Fig. 1: run 1, sequential cells coloured by netlist name
The bar under the picture is 50 um long. Other sequential cells in the stronger grey, the rest of the logic in the fainter grey.
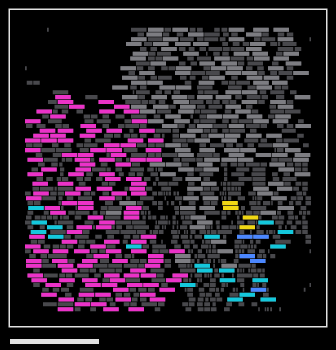
Fig. 2: run 1, routing congestion map
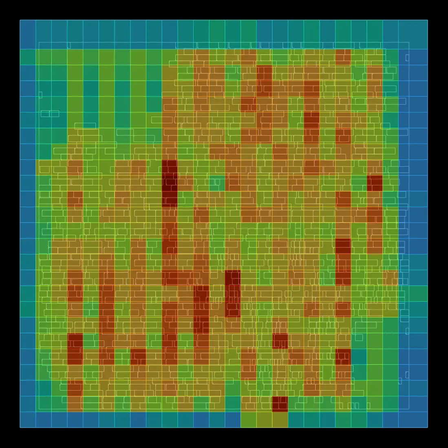
Fig. 3: run 1, selected gate families
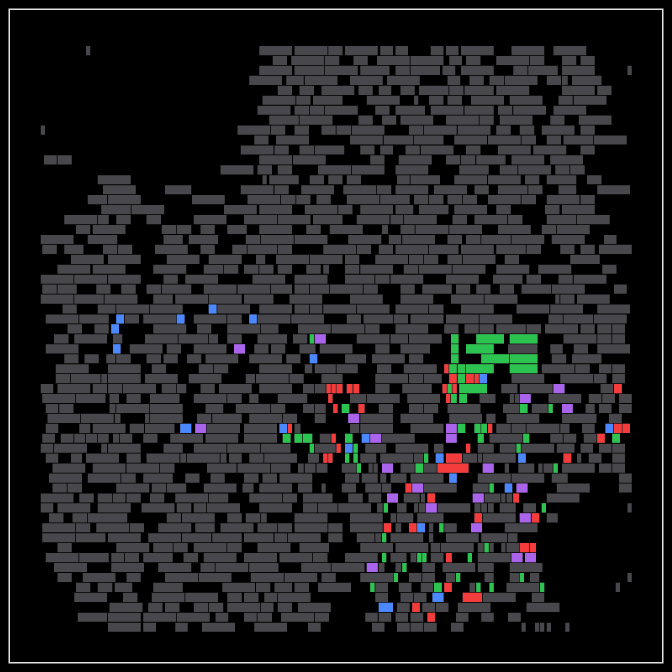
## config.mk

```make
export PLATFORM = sky130hd
export DESIGN_NAME = mmio_uart_fifo
export DESIGN_NICKNAME = d
export VERILOG_FILES = /design/src/rtl/mmio_uart_pkg.sv /design/src/rtl/sync_fifo.sv /design/src/rtl/mmio_uart_fifo.sv
export SDC_FILE = /design/constraint.sdc
export NUM_CORES = 1
export LEC_CHECK = 0
export CORE_MARGIN = 8
export CORE_UTILIZATION = 55
export DETAILED_ROUTE_END_ITERATION = 8
export PLACE_DENSITY = 0.76
export SLEW_MARGIN = 25
export SYNTH_ARGS = -nofsm -noshare
export SYNTH_HDL_FRONTEND = slang
export SYNTH_SLANG_ARGS = --single-unit
```

## constraint.sdc

```tcl
create_clock -name clk -period 14.9 [get_ports clk]
set_input_delay 2.98 -clock clk [delete_from_list [all_inputs] [get_ports clk]]
set_output_delay 2.98 -clock clk [all_outputs]
set_load 0.05 [all_outputs]
```

## src/rtl/mmio_uart_pkg.sv

```systemverilog
`default_nettype none
// ============================================================================
//  Module      : mmio_uart_pkg
//  Description : Register offsets, register-select encoding and STATUS bit
//                positions shared by the MMIO UART FIFO front end.
//  Revision    : 1.0 - initial release
// ============================================================================
package mmio_uart_pkg;

    // Byte offsets of the four registers inside the 16-byte window
    localparam logic [3:0] OFF_STATUS = 4'h0;
    localparam logic [3:0] OFF_RXDATA = 4'h4;
    localparam logic [3:0] OFF_TXDATA = 4'h8;
    localparam logic [3:0] OFF_ERR    = 4'hC;

    // Register select, decoded from the word index addr[3:2]
    typedef enum logic [1:0] {
        SEL_STATUS = OFF_STATUS[3:2],
        SEL_RXDATA = OFF_RXDATA[3:2],
        SEL_TXDATA = OFF_TXDATA[3:2],
        SEL_ERR    = OFF_ERR[3:2]
    } reg_sel_t;

    // STATUS register bit positions
    localparam int ST_TX_NOT_FULL  = 0;
    localparam int ST_RX_NOT_EMPTY = 1;
    localparam int ST_RX_OCC_LSB   = 8;
    localparam int ST_TX_FREE_LSB  = 16;
    localparam int ST_FIELD_W      = 8;

endpackage : mmio_uart_pkg
`default_nettype wire

```

## src/rtl/sync_fifo.sv

```systemverilog
`default_nettype none
// ============================================================================
//  Module      : sync_fifo
//  Description : Single-clock FIFO with occupancy count. A push to a full
//                FIFO is accepted when a pop happens in the same cycle.
//                Read data is the combinational head entry.
//  Revision    : 1.0 - initial release
// ============================================================================
module sync_fifo #(
    parameter int WIDTH = 8,
    parameter int DEPTH = 16
) (
    input  logic                     clk,
    input  logic                     rst,
    input  logic                     push,
    input  logic                     pop,
    input  logic [WIDTH-1:0]         din,
    output logic [WIDTH-1:0]         dout,
    output logic                     full,
    output logic                     empty,
    output logic [$clog2(DEPTH):0]   count
);

    localparam int AW = $clog2(DEPTH);
    localparam int CW = AW + 1;
    localparam logic [CW-1:0] DEPTH_C = CW'(DEPTH);

    logic [WIDTH-1:0] r_mem [DEPTH];
    logic [AW-1:0]    r_wr_ptr;
    logic [AW-1:0]    r_rd_ptr;
    logic [CW-1:0]    r_count;
    logic             w_do_pop;
    logic             w_do_push;

    assign full      = (r_count == DEPTH_C);
    assign empty     = (r_count == '0);
    assign count     = r_count;
    assign dout      = r_mem[r_rd_ptr];
    assign w_do_pop  = pop && !empty;
    assign w_do_push = push && (!full || w_do_pop);

    // Storage array: cleared on reset so the head reads as zero when empty
    always_ff @(posedge clk or posedge rst) begin
        if (rst) begin
            for (int i = 0; i < DEPTH; i++) begin
                r_mem[i] <= '0;
            end
        end else if (w_do_push) begin
            r_mem[r_wr_ptr] <= din;
        end
    end

    // Pointers wrap naturally modulo DEPTH; count tracks net push/pop
    always_ff @(posedge clk or posedge rst) begin
        if (rst) begin
            r_wr_ptr <= '0;
            r_rd_ptr <= '0;
            r_count  <= '0;
        end else begin
            if (w_do_push) begin
                r_wr_ptr <= r_wr_ptr + AW'(1);
            end
            if (w_do_pop) begin
                r_rd_ptr <= r_rd_ptr + AW'(1);
            end
            case ({w_do_push, w_do_pop})
                2'b10:   r_count <= r_count + CW'(1);
                2'b01:   r_count <= r_count - CW'(1);
                default: r_count <= r_count;
            endcase
        end
    end

endmodule : sync_fifo
`default_nettype wire

```

## src/rtl/mmio_uart_fifo.sv

```systemverilog
`default_nettype none
// ============================================================================
//  Module      : mmio_uart_fifo
//  Description : Memory-mapped UART front end on the data-memory bus.
//                STATUS / RXDATA / TXDATA / ERR registers at BASE_ADDR,
//                RX and TX byte FIFOs between the CPU and the UART.
//                Optional feature macro: MMIO_UART_ERR_EN builds saturating
//                RX-overflow and TX-drop counters behind the ERR register.
//  Revision    : 1.0 - initial release
// ============================================================================
module mmio_uart_fifo
    import mmio_uart_pkg::*;
#(
    parameter int          RX_DEPTH  = 16,
    parameter int          TX_DEPTH  = 16,
    parameter logic [31:0] BASE_ADDR = 32'h8000_0000
) (
    input  logic        clk,
    input  logic        rst,
    input  logic [31:0] addr,
    input  logic [3:0]  we,
    input  logic        re,
    input  logic [31:0] din,
    input  logic        stall,
    output logic [31:0] dout,
    output logic        hit,
    input  logic [7:0]  rx_data,
    input  logic        rx_valid,
    output logic [7:0]  tx_data,
    output logic        tx_valid,
    input  logic        tx_ready
);

    localparam int RX_CW = $clog2(RX_DEPTH) + 1;
    localparam int TX_CW = $clog2(TX_DEPTH) + 1;
    localparam logic [TX_CW-1:0] TX_DEPTH_C = TX_CW'(TX_DEPTH);

    // Bus decode
    reg_sel_t   w_sel;
    logic       w_access;
    logic       w_is_wr;
    logic       w_wr;
    logic       w_rd;
    logic       w_rd_cycle;

    // FIFO connections
    logic [7:0]       w_rx_head;
    logic             w_rx_full;
    logic             w_rx_empty;
    logic [RX_CW-1:0] w_rx_count;
    logic             w_rx_push;
    logic             w_rx_pop;
    logic             w_tx_full;
    logic             w_tx_empty;
    logic [TX_CW-1:0] w_tx_count;
    logic             w_tx_wr;
    logic             w_tx_push;
    logic             w_tx_pop;

    // Error events and read path
    logic             w_rx_ovf;
    logic             w_tx_drop;
    logic [31:0]      w_err_word;
    logic [31:0]      w_status;
    logic [31:0]      w_rd_data;
    logic [31:0]      r_dout;

    // Byte-lane bits of addr and upper din bits carry no meaning here
    logic unused_bits;
    assign unused_bits = ^{addr[1:0], din[31:8]};

    assign hit        = (addr[31:4] == BASE_ADDR[31:4]);
    assign w_sel      = reg_sel_t'(addr[3:2]);
    assign w_access   = hit && !stall;
    assign w_is_wr    = |we;
    assign w_wr       = w_access && w_is_wr;
    assign w_rd_cycle = w_access && re;
    assign w_rd       = w_rd_cycle && !w_is_wr;

    // RX: pop only on an effective RXDATA read of a non-empty FIFO; an
    // incoming byte may land in a full FIFO when that pop frees a slot.
    assign w_rx_pop  = w_rd && (w_sel == SEL_RXDATA) && !w_rx_empty;
    assign w_rx_push = rx_valid && (!w_rx_full || w_rx_pop);
    assign w_rx_ovf  = rx_valid && !w_rx_push;

    // TX: UART drains on handshake; CPU push to full succeeds with a pop
    assign tx_valid  = !w_tx_empty;
    assign w_tx_pop  = tx_valid && tx_ready;
    assign w_tx_wr   = w_wr && (w_sel == SEL_TXDATA);
    assign w_tx_push = w_tx_wr && (!w_tx_full || w_tx_pop);
    assign w_tx_drop = w_tx_wr && !w_tx_push;

    sync_fifo #(
        .WIDTH (8),
        .DEPTH (RX_DEPTH)
    ) u_rx_fifo (
        .clk   (clk),
        .rst   (rst),
        .push  (w_rx_push),
        .pop   (w_rx_pop),
        .din   (rx_data),
        .dout  (w_rx_head),
        .full  (w_rx_full),
        .empty (w_rx_empty),
        .count (w_rx_count)
    );

    sync_fifo #(
        .WIDTH (8),
        .DEPTH (TX_DEPTH)
    ) u_tx_fifo (
        .clk   (clk),
        .rst   (rst),
        .push  (w_tx_push),
        .pop   (w_tx_pop),
        .din   (din[7:0]),
        .dout  (tx_data),
        .full  (w_tx_full),
        .empty (w_tx_empty),
        .count (w_tx_count)
    );

`ifdef MMIO_UART_ERR_EN
    logic [15:0] r_err_rx;
    logic [15:0] r_err_tx;
    logic        w_err_clr;

    assign w_err_clr  = w_wr && (w_sel == SEL_ERR);
    assign w_err_word = {r_err_tx, r_err_rx};

    // Saturating error counters; a CPU write to ERR clears both
    always_ff @(posedge clk or posedge rst) begin
        if (rst) begin
            r_err_rx <= '0;
            r_err_tx <= '0;
        end else if (w_err_clr) begin
            r_err_rx <= '0;
            r_err_tx <= '0;
        end else begin
            if (w_rx_ovf && (r_err_rx != 16'hFFFF)) begin
                r_err_rx <= r_err_rx + 16'd1;
            end
            if (w_tx_drop && (r_err_tx != 16'hFFFF)) begin
                r_err_tx <= r_err_tx + 16'd1;
            end
        end
    end
`else
    logic unused_err;
    assign unused_err = w_rx_ovf ^ w_tx_drop;
    assign w_err_word = '0;
`endif

    // STATUS reflects FIFO state before this cycle's push/pop
    always_comb begin
        w_status = '0;
        w_status[ST_TX_NOT_FULL]  = !w_tx_full;
        w_status[ST_RX_NOT_EMPTY] = !w_rx_empty;
        w_status[ST_RX_OCC_LSB +: ST_FIELD_W]  = ST_FIELD_W'(w_rx_count);
        w_status[ST_TX_FREE_LSB +: ST_FIELD_W] = ST_FIELD_W'(TX_DEPTH_C - w_tx_count);
    end

    // Register read multiplexer; RXDATA returns the pre-pop head
    always_comb begin
        w_rd_data = '0;
        case (w_sel)
            SEL_STATUS: w_rd_data = w_status;
            SEL_RXDATA: w_rd_data = w_rx_empty ? 32'd0 : {24'd0, w_rx_head};
            SEL_TXDATA: w_rd_data = '0;
            SEL_ERR:    w_rd_data = w_err_word;
            default:    w_rd_data = '0;
        endcase
    end

    // Read data register: holds between reads; a write with re returns 0
    always_ff @(posedge clk or posedge rst) begin
        if (rst) begin
            r_dout <= '0;
        end else if (w_rd_cycle) begin
            r_dout <= w_is_wr ? 32'd0 : w_rd_data;
        end
    end

    assign dout = r_dout;

endmodule : mmio_uart_fifo
`default_nettype wire

```

==> Implementation_results.wiki, run 1 <==
== Implementation results ==
{| class="wikitable"
! Metric !! Value
|-
| Sequential fraction of design power || 44.2%
|-
| Number of buffers inserted during clock tree synthesis || 34
|-
| Largest area contributor in the netlist || dfrtp_1
|-
| Fraction of the yosys area taken by sequential cells || 51.9%
|-
| Max-capacitance violation count || 0
|-
| Top area cells in the synthesized netlist || dfrtp_1 52%, mux2_2 19%, mux4_2 11%
|-
| Sort of element at the start of the critical path || input port
|-
| Final number of max-transition violations || 0
|-
| IR Drop Worst-Case VDD || 0.127 mV
|-
| Number of warning messages in the logs || 63
|-
| Number of global-route vias before repair || 8,922
|-
| Area share of the largest cell type after synthesis || 51.9%
|-
| Total of endpoints with negative setup slack in the final report || 0
|-
| TritonCTS clock tree || built
|-
| Final nets || 1,139
|-
| Warnings, synthesis || 0
|-
| Ratio of final minimum period to clock period || 60.7%
|-
| Synthesized instance count || 972
|-
| Overall die height || 178 um
|-
| Remaining antenna violation count after routing || 0
|-
| Worst hold-check path type || reg2reg
|-
| Critical path capture point type || output pin
|-
| Final WS setup || 5.86 ns
|-
| Maximum buffer depth of the clock tree || 3
|-
| Run status || finished clean
|-
| Capture point of the worst reg-to-reg path || u_tx_fifo.count[4]
|-
| Chip footprint || 31,800 um2
|-
| Distinct cells, synth || 52
|-
| Count of hold-fix buffers inserted at cts || 0
|-
| Antenna violations before repair || 0
|-
| Detailed-placement wirelength estimate || 19,900 um
|-
| Number of antenna repair diodes || 0
|-
| Count of clock tree sinks || 301
|-
| Total cells reported by yosys after synthesis || 972
|-
| Worst relative slew slack || 31.4%
|-
| Core footprint || 26,000 um2
|-
| Global-route wire length before repair || 49,200 um
|-
| Average via count per standard cell || 5.93
|-
| Initial detailed-routing violation count || 474
|-
| Yosys top cell by instances || dfrtp_1
|-
| Fraction of registers with async set or reset after synthesis || 100%
|-
| Net Switching || 0.706 mW
|-
| Mean instance size in the synthesized netlist || 14.9 um2
|-
| Max Clk Rate || 0.111 GHz
|-
| Top_reg_cell synth || dfrtp_1
|-
| Combinational group share of total power || 23.1%
|-
| Worst-margin pin slew || 1.03 ns
|-
| # Post-CTS Setup Buffers || 0
|-
| Cell at the root of the clock tree || clkbuf_16
|-
| Maximum number of pins on one net before global-route repair || 178
|-
| Total negative slack for setup checks || 0 ns
|-
| Number of DRC violations after detailed routing || 0
|-
| Layout Area Growth over Synthesis || 14.9%
|-
| Total grt overflow || 0
|-
| Number of buffers added on ports || 86
|-
| Min cycle time layout || 9.04 ns
|-
| CP Data Arrival Time || 6.06 ns
|-
| Commonest cells post-synth || 301 x dfrtp_1, 245 x mux2_2, 71 x mux4_2, 43 x clkbuf_1, 30 x nand2_1
|-
| Yosys reg bits || 301
|-
| Synthesized cell area || 14,500 um2
|-
| LEAKAGE || 7.49 nW
|}
About Fig. 1:
Key: u_tx_fifo.count = blue [placed flops 5, where bottom right]; u_tx_fifo.r_wr_ptr = yellow [placed flops 4]; u_rx_fifo.r_mem = magenta [placed flops 128]; dout = cyan [placed flops 19]

About Fig. 2:
most crowded layer after global routing: met2
wire length per cell after detailed routing: 21.4 um
met1 GRT Util: 26.1%
gr usage total: 19.5%

About Fig. 3:
Key: XOR/XNOR gates = purple [cells 22]; NAND gates = green [cells 59]; NOR gates = red [cells 43]; AND and OR gates = blue [cells 20]

[run 1: worst min-delay path by stage]
stage | slack (ns) | start | cells after the start | endpoint
floorplan | 0.47 | u_rx_fifo.r_mem[104] | 1 | u_rx_fifo.r_mem[104]
global placement | 0.46 | dout[1] | 2 | dout[1]
detailed placement | 0.48 | dout[0] | 2 | dout[0]
CTS | 0.49 | dout[1] | 2 | dout[1]
global route | 0.50 | dout[0] | 2 | dout[0]
finish | 0.48 | dout[1] | 2 | dout[1]
[run 1: power groups by stage]
stage | Sequential, mW | Clock, mW | Combinational, mW
finish | 1.14 | 0.841 | 0.595
global route | 1.16 | 0.893 | 0.651
CTS | 1.14 | 0.860 | 0.604
detailed placement | 1.15 | 0 | 0.600
global placement | 1.14 | 0 | 0.581
floorplan | 1.10 | 0 | 0.509
[run 1: per-layer routing]
metal / global-route usage, % / up-vias / share of wire, %
met3: 3.22 / 40 / 4.6
met5: 0 / - / 0
met4: 5.13 / 0 / 1.9
met2: 32.9 / 161 / 51
met1: 26.1 / 4344 / 43
li1: - / 3709 / -
[run 1: kinds of logic after synthesis]
group,Yosys count,synth area share [%]
AOI/OAI and AO/OA,67,3.63
xor gates and xnor gates,22,1.33
adders and majority gates,23,2.09
buffers and inverters,95,3.16
DFF,301,51.9
muxes,341,32.3
other,1,0.0259
and+or+nand+nor,122,5.50
[run 1: placed cells by master (no fill, tap or decap), types with 9 or more instances in the layout]
cell type and count:
clkdlybuf4s50_1 86, o21ai_0 12, xor2_1 10, dfrtp_1 299
mux2_4 16, ha_1 21, clkbuf_8 13, mux2_2 245
nand2_1 29, xnor2_1 12, inv_1 17, nand4_1 12
nor2_1 16, mux4_2 71, a21oi_1 11, conb_1 11
mux2i_1 9, clkbuf_16 35
[run 1: cell type report]
class / count / area [um2] / area share [%]
sequential: 301 / 7530 / 45.2
multi-input combinational: 586 / 6550 / 39.3
clock buffer: 51 / 1070 / 6.40
timing repair buffer: 93 / 926 / 5.55
tap: 335 / 419 / 2.51
clock inverter: 9 / 96.3 / 0.578
inverter: 18 / 75.1 / 0.450
[run 1: through the flow]
step	instance area [um2]	hold WS, ns	utilization (%)	power [mW]	std cells
2_1_floorplan	14500	0.474	-	1.61	982
3_3_place_gp	15500	0.462	59.7	1.72	1333
3_5_place_dp	15500	0.476	59.7	1.75	1333
4_1_cts	16700	0.488	64.1	2.60	1393
5_1_grt	16700	0.495	64.1	2.71	1393
6_report	16700	0.482	64.1	2.57	1393
[run 1: critical path: stages]
cell and delay [ns]:
clkdlybuf4s50_1 0.51, nor4_1 0.37, and4_1 0.42, and2_1 0.79, clkdlybuf4s50_1 0.98
[run 1: flip-flops by register name, summed over array words and instances, names as in the netlist, 5 cells and up]
register         count
u_rx_fifo.r_mem    128
u_tx_fifo.r_mem    128
dout                19
u_rx_fifo.count      5
u_tx_fifo.count      5
## Run 2: what changed since run 1
==> constraint.sdc (replaced) <==
create_clock -name clk -period 8.5 [get_ports clk]
set_input_delay 1.7 -clock clk [delete_from_list [all_inputs] [get_ports clk]]
set_output_delay 1.7 -clock clk [all_outputs]
set_load 0.05 [all_outputs]
Fig. 4: run 2, clock wires, drivers and flops
The bar under the picture is 50 um long.
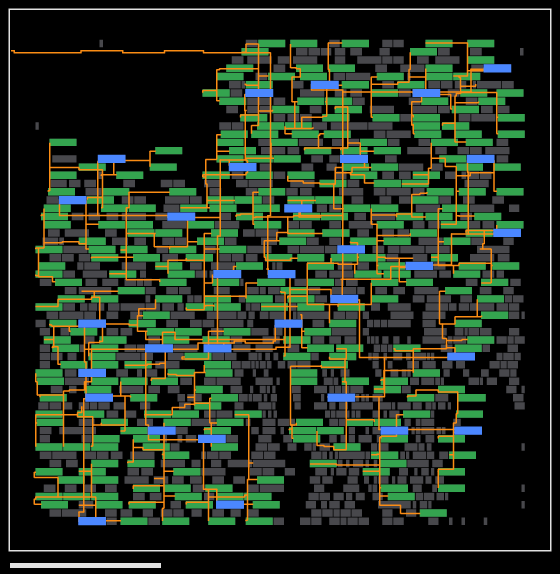
Key: clock wires = orange [length 3,590 um]; cells driving clock nets = blue [count 31]; flip-flops = green [count 301]
There are 32 routed clock nets. Position of the flops: all over the die.
part of the total power dissipated in the clock network: 32.0%
setup clock skew after layout: 0.0140 ns

Fig. 5: run 2, placement by cell class
The bar under the picture is 50 um long.
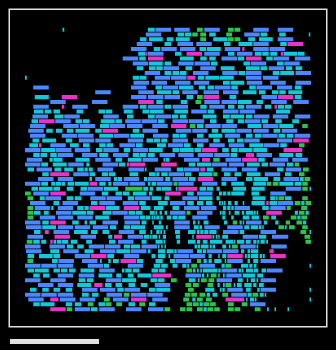
Key: other buffers and delay cells = green [cells 97, share of their area 6.0%]; flip-flops = blue [cells 301, share of their area 46%]; clock drivers and dummy loads = magenta [cells 55, share of their area 6.7%]; all other logic = cyan [cells 604, share of their area 41%]
Placement Rows: 59
core footprint: 26,000 um2
core utilization of the finished layout: 64.0%
final non-filler cell area: 16,600 um2

==> Implementation_results.wiki, run 2 <==
== Implementation results ==
{| class="wikitable"
! Metric !! Value
|-
| Run status || finished clean
|-
| Max-capacitance violation count || 0 (unchanged)
|-
| Ratio of final minimum period to clock period || 75.3%
|-
| TritonCTS clock tree || built
|-
| Yosys top cell by instances || dfrtp_1
|-
| Dominant logic cell types in the final layout || 299 x dfrtp_1, 245 x mux2_2, 86 x clkdlybuf4s50_1
|-
| Horiz. Die Dim || 178 um
|-
| Post-CTS sizing || 0
|-
| Critical path capture point type || output pin
|-
| Number of DRC violations after detailed routing || 0 (unchanged)
|-
| Number of enable flip-flop cells || 0
|-
| Chip footprint || 31,800 um2 (unchanged)
|-
| Synthesized cell area || 14,500 um2 (unchanged)
|-
| GP Congestion || 0.756
|-
| Number of warning messages in the logs || 59 (-6.3%)
|-
| Gr usage total || 19.5% (-0.022 points)
|-
| Worst setup path category || in2out
|-
| Fill cell instance count of the final layout || 1,894
|-
| Share of final-layout standard cells stronger than drive strength 1 || 40.1%
|-
| Starting utilization of the core area || 55.8%
|-
| Top_reg_cell synth || dfrtp_1
|-
| Initial detailed-routing violation count || 495 (+4.4%)
|-
| Detailed-placement wirelength estimate || 20,200 um (+1.5%)
|-
| Total grt overflow || 0 (unchanged)
|-
| Number of antenna repair diodes || 0 (unchanged)
|-
| Max Clk Rate || 0.156 GHz
|-
| Yosys reg bits || 301 (unchanged)
|-
| CTS clock-pin slew for the worst setup and hold paths || 0.06 ns
|-
| Area share of the largest cell type after synthesis || 51.9% (unchanged)
|-
| Cell at the root of the clock tree || clkbuf_16
|-
| Fraction of registers with async set or reset after synthesis || 100% (unchanged)
|-
| Warnings, synthesis || 0 (unchanged)
|-
| Maximum buffer depth of the clock tree || 3 (unchanged)
|-
| Worst reg-to-reg setup slack || 4.41 ns
|-
| CP Data Arrival Time || 4.70 ns (-1.36 ns)
|-
| Distinct cells, synth || 52 (unchanged)
|-
| Antenna violations before repair || 0 (unchanged)
|-
| Sort of element at the start of the critical path || input port
|-
| Worst relative slew slack || 33.6% (+2.1 points)
|-
| Total negative slack for setup checks || 0 ns (unchanged)
|-
| Worst hold-check path type || reg2reg
|-
| Skew-Pair Late Insertion Delay || 0.56 ns
|-
| Length of the first detailed-routing pass in iterations || 4
|-
| Count of hold-fix buffers inserted at cts || 0 (unchanged)
|-
| Largest area contributor in the netlist || dfrtp_1
|-
| DRT Wirelength || 30,200 um
|-
| Count of clock tree sinks || 301 (unchanged)
|-
| # Post-CTS Setup Buffers || 0 (unchanged)
|-
| Layout Area Growth over Synthesis || 14.7%
|-
| Top area cells in the synthesized netlist || dfrtp_1 52%, mux2_2 19%, mux4_2 11%
|-
| Ports || 124
|-
| Via total after detailed routing || 8,335
|-
| Final number of max-transition violations || 0 (unchanged)
|-
| Synthesized instance count || 972 (unchanged)
|-
| Global-route wire length before repair || 49,300 um (+0.13%)
|-
| LEAKAGE || 7.46 nW (-0.40%)
|-
| IR Drop Worst-Case VDD || 0.204 mV (+60%)
|-
| Maximum number of pins on one net before global-route repair || 83 (-53%)
|-
| Average via count per standard cell || 5.99 (+1.1%)
|-
| Summed standard-cell area reported by yosys || 14,500 um2
|-
| Commonest cells post-synth || 301 x dfrtp_1, 245 x mux2_2, 71 x mux4_2, 43 x clkbuf_1, 30 x nand2_1
|-
| Total of endpoints with negative setup slack in the final report || 0 (unchanged)
|-
| Total cells reported by yosys after synthesis || 972 (unchanged)
|-
| Number of global-route vias before repair || 8,856 (-0.74%)
|-
| Min cycle time layout || 6.40 ns
|-
| Wire length per cell after detailed routing || 21.7 um (+1.2%)
|-
| Pwr per Cell Area || 269 nW/um2
|-
| Commonest Layout Cell || dfrtp_1
|-
| Number of buffers inserted during clock tree synthesis || 31 (-8.8%)
|-
| Worst-margin pin slew || 0.993 ns (-0.0357 ns)
|-
| Overall die height || 178 um (unchanged)
|-
| Endpoints failing hold || 0
|-
| Required time worst endpoint || 6.80 ns
|-
| Remaining antenna violation count after routing || 0 (unchanged)
|-
| Fraction of the yosys area taken by sequential cells || 51.9% (unchanged)
|-
| RSZ-0062 raised after global routing || false
|-
| Number of buffers added on ports || 86 (unchanged)
|-
| Final nets || 1,140 (+0.088%)
|-
| Mean instance size in the synthesized netlist || 14.9 um2 (unchanged)
|-
| Largest fanout on the critical path || 14
|-
| Deepest level of the CTS H-tree || 1
|}
==> run 2: cell types whose count changed in the layout (fill, tap and decap cells not counted), moves of 2 or more <==
cell	change
clkbuf_8	-6
bufinv_16	+4
clkbuf_16	-4
buf_4	+3
clkinvlp_4	+3
clkinv_8	-2
==> run 2: critical path: stages <==
cell	delay (ns)
clkdlybuf4s50_1	0.40
nor4_1	0.39
and4_1	0.42
and2_1	0.80
clkdlybuf4s50_1	0.98
==> run 2: layout make-up <==
| class | count | area (um2) | area share, % |
|---|---|---|---|
| clock inverters | 13 | 199 | 1.20 |
| repair buffers | 97 | 967 | 5.82 |
| inverters | 18 | 71.3 | 0.429 |
| clock buffers | 42 | 887 | 5.33 |
| multi-input cells | 586 | 6550 | 39.4 |
| well taps | 335 | 419 | 2.52 |
| flip-flops and latches | 301 | 7530 | 45.3 |
==> run 2: per-stage QoR <==
stage               hold WS (ns)  cell area, um2  instances  worst slack (ns)  power, mW
finish                     0.476           16600       1392              2.10       4.47
detailed placement         0.466           15500       1337              2.13       3.07
floorplan                  0.474           14500        982              2.80       2.81
CTS                        0.479           16600       1392              2.12       4.51
global placement           0.462           15500       1336              2.17       3.01
global route               0.506           16600       1392              1.99       4.69
==> run 2: kinds of logic (layout without fill, tap and decap cells) <==
logic type / after synthesis / count (layout) / synth area share (%)
muxes: 341 / 341 / 32.3
DFF: 301 / 301 / 51.9
and+or+nand+nor: 122 / 122 / 5.50
buffers and inverters: 95 / 170 / 3.16
AOI/OAI and AO/OA: 67 / 67 / 3.63
adders and majority gates: 23 / 23 / 2.09
xor gates and xnor gates: 22 / 22 / 1.33
other: 1 / 11 / 0.0259
==> run 2: layer usage <==
layer / up-vias / wire length, um / global-route usage, %
li1: 3711 / - / -
met1: 4419 / 13000 / 25.3
met2: 158 / 15400 / 34.1
met3: 47 / 1310 / 3.05
met4: 0 / 564 / 4.51
met5: - / 0 / 0
==> run 2: power breakdown <==
group | switching (mW) | internal [mW]
clock network | 0.555 | 0.877
registers | 0.219 | 1.78
logic | 0.442 | 0.600
==> run 2: worst paths after layout <==
path	from	end	cells after the start
worst max-delay path	addr[22]	hit	5
worst min-delay path	dout[0]	dout[0]	2
worst max register to register	u_tx_fifo.count[0]	u_tx_fifo.count[4]	14
worst min register to register	dout[0]	dout[0]	2
max in group asynchronous	rst	u_tx_fifo.r_rd_ptr[0]	3
min in group asynchronous	rst	u_tx_fifo.r_mem[82]	2
Power is estimated from default activity; no workload was simulated.
